`src/rtl/prio_encoder_rr.sv`:
```
// Parametrised request encoder with fixed-priority or round-robin selection and a registered valid/ready output.
// Define ENC_MULTI_FLAG_EN to add the 'multi' output (accepted vector had more than one bit set).
module prio_encoder_rr #(
   parameter int  WIDTH  = 8,
   parameter int  MODE   = 0,
   localparam int CODE_W = $clog2(WIDTH)
) (
   input  logic              clk,
   input  logic              rst,
   input  logic [WIDTH-1:0]  data,
   input  logic              data_valid,
   output logic              data_ready,
   output logic [CODE_W-1:0] code,
   output logic              zero,
   output logic              code_valid,
   input  logic              code_ready
`ifdef ENC_MULTI_FLAG_EN
   ,
   output logic              multi
`endif
);

   localparam logic [CODE_W:0]   WIDTH_W  = (CODE_W+1)'(WIDTH);
   localparam logic [CODE_W-1:0] LAST_IDX = CODE_W'(WIDTH - 1);
   localparam logic [CODE_W-1:0] IDX_ZERO = {CODE_W{1'b0}};
   localparam logic [CODE_W-1:0] IDX_ONE  = CODE_W'(1'b1);
   localparam logic [WIDTH-1:0]  DATA_ONE = WIDTH'(1'b1);

   logic [CODE_W-1:0] code_q, code_d;
   logic [CODE_W-1:0] ptr_q, ptr_d;
   logic              zero_q, zero_d;
   logic              valid_q, valid_d;
   logic              multi_q, multi_d;

   logic [CODE_W-1:0] base_s;
   logic [CODE_W:0]   scan_sum_s;
   logic [CODE_W-1:0] scan_idx_s;
   logic [CODE_W-1:0] sel_code_s;
   logic              sel_found_s;
   logic              multi_s;
   logic              accept_s;

   // Fixed priority is round-robin with the search origin pinned to bit 0.
   assign base_s     = (MODE == 32'sd1) ? ptr_q : IDX_ZERO;
   assign data_ready = !valid_q || code_ready;
   assign accept_s   = data_valid && data_ready;
   assign multi_s    = |(data & (data - DATA_ONE));

   // Scan every position once, starting at base_s and wrapping past the top bit.
   always_comb begin
      sel_found_s = 1'b0;
      sel_code_s  = IDX_ZERO;
      scan_sum_s  = {(CODE_W+1){1'b0}};
      scan_idx_s  = IDX_ZERO;
      for (int i = 0; i < WIDTH; i++) begin
         scan_sum_s = {1'b0, base_s} + (CODE_W+1)'(i);
         if (scan_sum_s >= WIDTH_W) begin
            scan_sum_s = scan_sum_s - WIDTH_W;
         end else begin
            scan_sum_s = scan_sum_s;
         end
         scan_idx_s = scan_sum_s[CODE_W-1:0];
         if (!sel_found_s && data[scan_idx_s]) begin
            sel_found_s = 1'b1;
            sel_code_s  = scan_idx_s;
         end else begin
            sel_found_s = sel_found_s;
         end
      end
   end

   // Next-state: capture on accept, drop valid on a plain drain, otherwise hold.
   always_comb begin
      code_d  = code_q;
      zero_d  = zero_q;
      valid_d = valid_q;
      multi_d = multi_q;
      ptr_d   = ptr_q;
      if (accept_s) begin
         valid_d = 1'b1;
         zero_d  = !sel_found_s;
         code_d  = sel_found_s ? sel_code_s : IDX_ZERO;
         multi_d = multi_s;
         if ((MODE == 32'sd1) && sel_found_s) begin
            if (sel_code_s == LAST_IDX) begin
               ptr_d = IDX_ZERO;
            end else begin
               ptr_d = sel_code_s + IDX_ONE;
            end
         end else begin
            ptr_d = ptr_q;
         end
      end else if (code_ready) begin
         valid_d = 1'b0;
      end else begin
         valid_d = valid_q;
      end
   end

   // State registers with synchronous reset.
   always_ff @(posedge clk) begin
      if (rst) begin
         code_q  <= IDX_ZERO;
         zero_q  <= 1'b0;
         valid_q <= 1'b0;
         multi_q <= 1'b0;
         ptr_q   <= IDX_ZERO;
      end else begin
         code_q  <= code_d;
         zero_q  <= zero_d;
         valid_q <= valid_d;
         multi_q <= multi_d;
         ptr_q   <= ptr_d;
      end
   end

   assign code       = code_q;
   assign zero       = zero_q;
   assign code_valid = valid_q;
`ifdef ENC_MULTI_FLAG_EN
   assign multi      = multi_q;
`else
   logic unused_multi_s;
   assign unused_multi_s = multi_q;
`endif

endmodule

```
`config.mk`:
```
export PLATFORM = sky130hd
export DESIGN_NAME = prio_encoder_rr
export DESIGN_NICKNAME = d
export VERILOG_FILES = /design/src/rtl/prio_encoder_rr.sv
export SDC_FILE = /design/constraint.sdc
export NUM_CORES = 1
export LEC_CHECK = 0
export CAP_MARGIN = 20
export CORE_AREA = 2 2 39 41
export CTS_CLUSTER_DIAMETER = 120
export DETAILED_ROUTE_END_ITERATION = 8
export DIE_AREA = 0 0 41 43
export PLACE_DENSITY = 0.57
export SETUP_SLACK_MARGIN = 0.4
export SLEW_MARGIN = 20
export SYNTH_ARGS = -nofsm -noshare
export SYNTH_HDL_FRONTEND = slang
export SYNTH_SLANG_ARGS = --single-unit
```
`constraint.sdc`:
```
create_clock -name clk -period 1.7 [get_ports clk]
set_clock_uncertainty 0.2 [all_clocks]
set_input_delay 0.255 -clock clk [delete_from_list [all_inputs] [get_ports clk]]
set_output_delay 0.255 -clock clk [all_outputs]
set_load 0.01 [all_outputs]
```
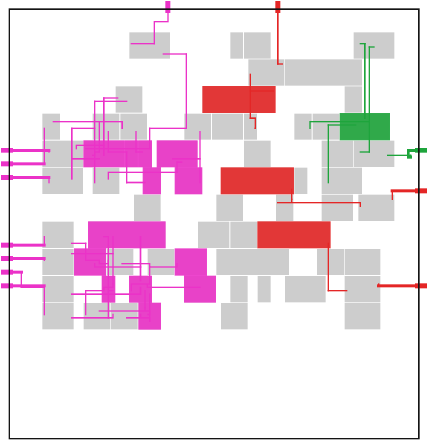
Fig. 1. Port wiring.
legend:
  `data`:
    color: magenta
    bits: 8
    direction: input
    end_cells: 13
    buffers: 16
    wire: 213 um
  `code`:
    color: red
    bits: 3
    direction: output
    end_cells: 3
    buffers: 3
    wire: 37.3 um
  `data_ready`:
    color: green
    bits: 1
    direction: output
    end_cells: 1
    buffers: 2
    wire: 39.0 um
Port Buffers: 17
IO Count: 18

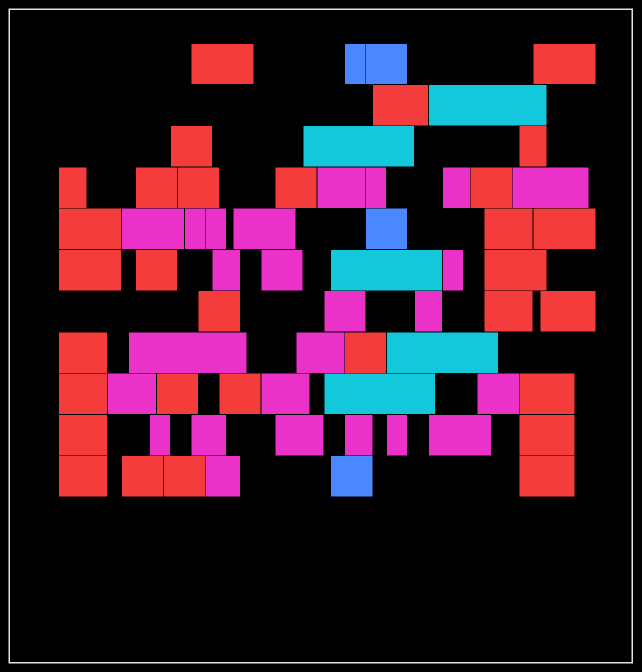
Fig. 2. Placement by cell class.
legend:
  sequential cells:
    color: cyan
    cells: 5
    share_of_their_area: 17%
  remaining logic cells:
    color: magenta
    cells: 25
    share_of_their_area: 32%
  remaining buffers and delay cells:
    color: red
    cells: 31
    share_of_their_area: 46%
  clock drivers and dummy loads:
    color: blue
    cells: 4
    share_of_their_area: 4.5%
core area: 0.00138 mm2
std cell rows: 14

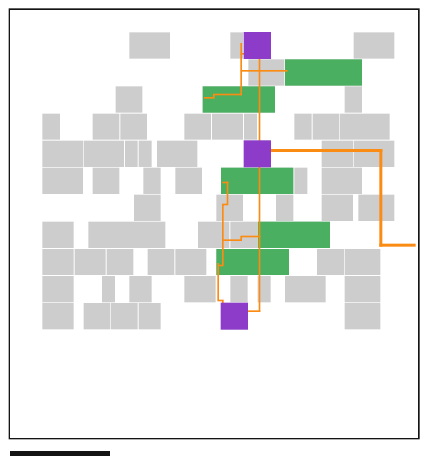
Fig. 3. Clock distribution.
Bar = 10 um.
legend:
  clock-net drivers:
    color: purple
    count: 3
  flip-flops:
    color: green
    count: 5
  clock wires:
    color: orange
    length: 93.5 um
routed clock nets: 4
clock power share: 0.386
Clock net power: 0.136 mW

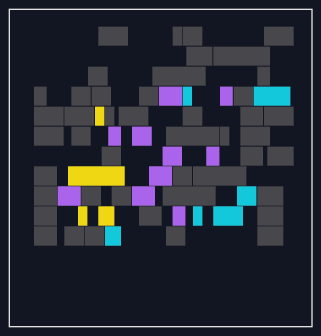
Fig. 4. Selected gate families.
legend:
  aoi and oai cells:
    color: purple
    cells: 10
    most_used: a21oi_1
    where: center
  nor cells:
    color: yellow
    cells: 4
    most_used: nor2_1
  nand cells:
    color: cyan
    cells: 6
    most_used: nand2_1
fraction of area in multi-input gates: 0.300
most frequent logic cell in the layout: buf_4

==> reports/results.tsv <==
stage	metric	value	unit
setup_path	CP Class	primary input to flop	
final_layout	Final #Nets	78	
setup_path	peak fanout along the critical path	2	
route	DRT Wirelength	774	um
hold_path	critical hold path startpoint	data[2]	
setup_path	Worst Path Arrival	1.53	ns
cts	cts repair resizes	38	
final_layout	Diodes inserted	0	
cts	clk_lat worst skew	0.24	ns
timing	RSZ-0062 raised after global routing	yes	
route	via/cell ratio	4.49	
setup_path	crit path launch type	primary input	
placement	routability cong.	0.698	
grt	Total GRT Usage	0.104	
setup_path	crit path capture	zero$_SDFFE_PP0P_	
floorplanning	FP Util	0.191	
final_layout	final instance area	608	um2
route	final antenna-violating net count	0	
run_status	run status	finished clean	
hold_path	hold path cells	4	
timing	Worst Tran Pin Value	0.268	ns
route	Pre-antenna DRT Iters	4	
final_layout	Syn-to-layout area delta	130	%
cts	CTS Buf Count	3	
final_layout	fin cells	81	
placement	DP Worst Slack	-0.475	ns
cts	post-CTS setup buffers	4	
logic_synthesis	Syn Nets	42	
cts	# H-tree levels	1	
final_layout	fin util	0.439	
-- critical path, stage by stage --
cell	delay, ns
buf_6	0.09
or4_4	0.54
nor4_4	0.15
or3b_1	0.37
a21oi_1	0.12
-- power by group --
group,switching [mW],internal (mW)
registers,0.00285,0.123
clock network,0.0474,0.0887
logic,0.0361,0.0544
-- cell type report --
class / count / area, um2
clock buffers: 4 / 26.3
multi-input cells: 23 / 183
well taps: 16 / 20.0
repair buffers: 31 / 270
inverters: 2 / 7.51
flip-flops and latches: 5 / 101
fillers: 153 / 776
-- flip-flops by register name (all words and copies together), names as in the netlist --
signal	count
code_valid	1
zero	1
code	3
-- per-layer routing --
metal | global-route usage | vias to the layer above | share of wire
li1 | - | 184 | -
met1 | 0.129 | 160 | 0.44
met2 | 0.134 | 18 | 0.44
met3 | 0.0157 | 2 | 0.11
met4 | 0.120 | 0 | 0.012
met5 | 0 | - | 0
-- synthesized netlist by cell type --
| cell type | count | area share |
|---|---|---|
| o21bai_1 | 1 | 0.028 |
| nand2_1 | 3 | 0.043 |
| or3b_1 | 1 | 0.033 |
| nand2b_1 | 2 | 0.047 |
| dfxtp_1 | 5 | 0.38 |
| a2111o_1 | 1 | 0.043 |
| nor4_4 | 1 | 0.081 |
| a21oi_1 | 6 | 0.11 |
| o41ai_1 | 1 | 0.033 |
| nor2_1 | 2 | 0.028 |
| inv_1 | 2 | 0.028 |
| nor4_1 | 1 | 0.024 |
| or4_4 | 1 | 0.043 |
| o21ai_0 | 1 | 0.019 |
| nand3b_1 | 1 | 0.028 |
| a211oi_1 | 1 | 0.028 |
-- kinds of logic (layout without fill, tap and decap cells) --
kind of cell           after synthesis  after routing  share of synthesized area
buffers and inverters                2             37                     0.0284
AOI/OAI and AO/OA                   11             11                      0.265
DFF                                  5              5                      0.379
and+or+nand+nor                     12             12                      0.327
No activity file was given, so power comes from the tool's default toggle rates.
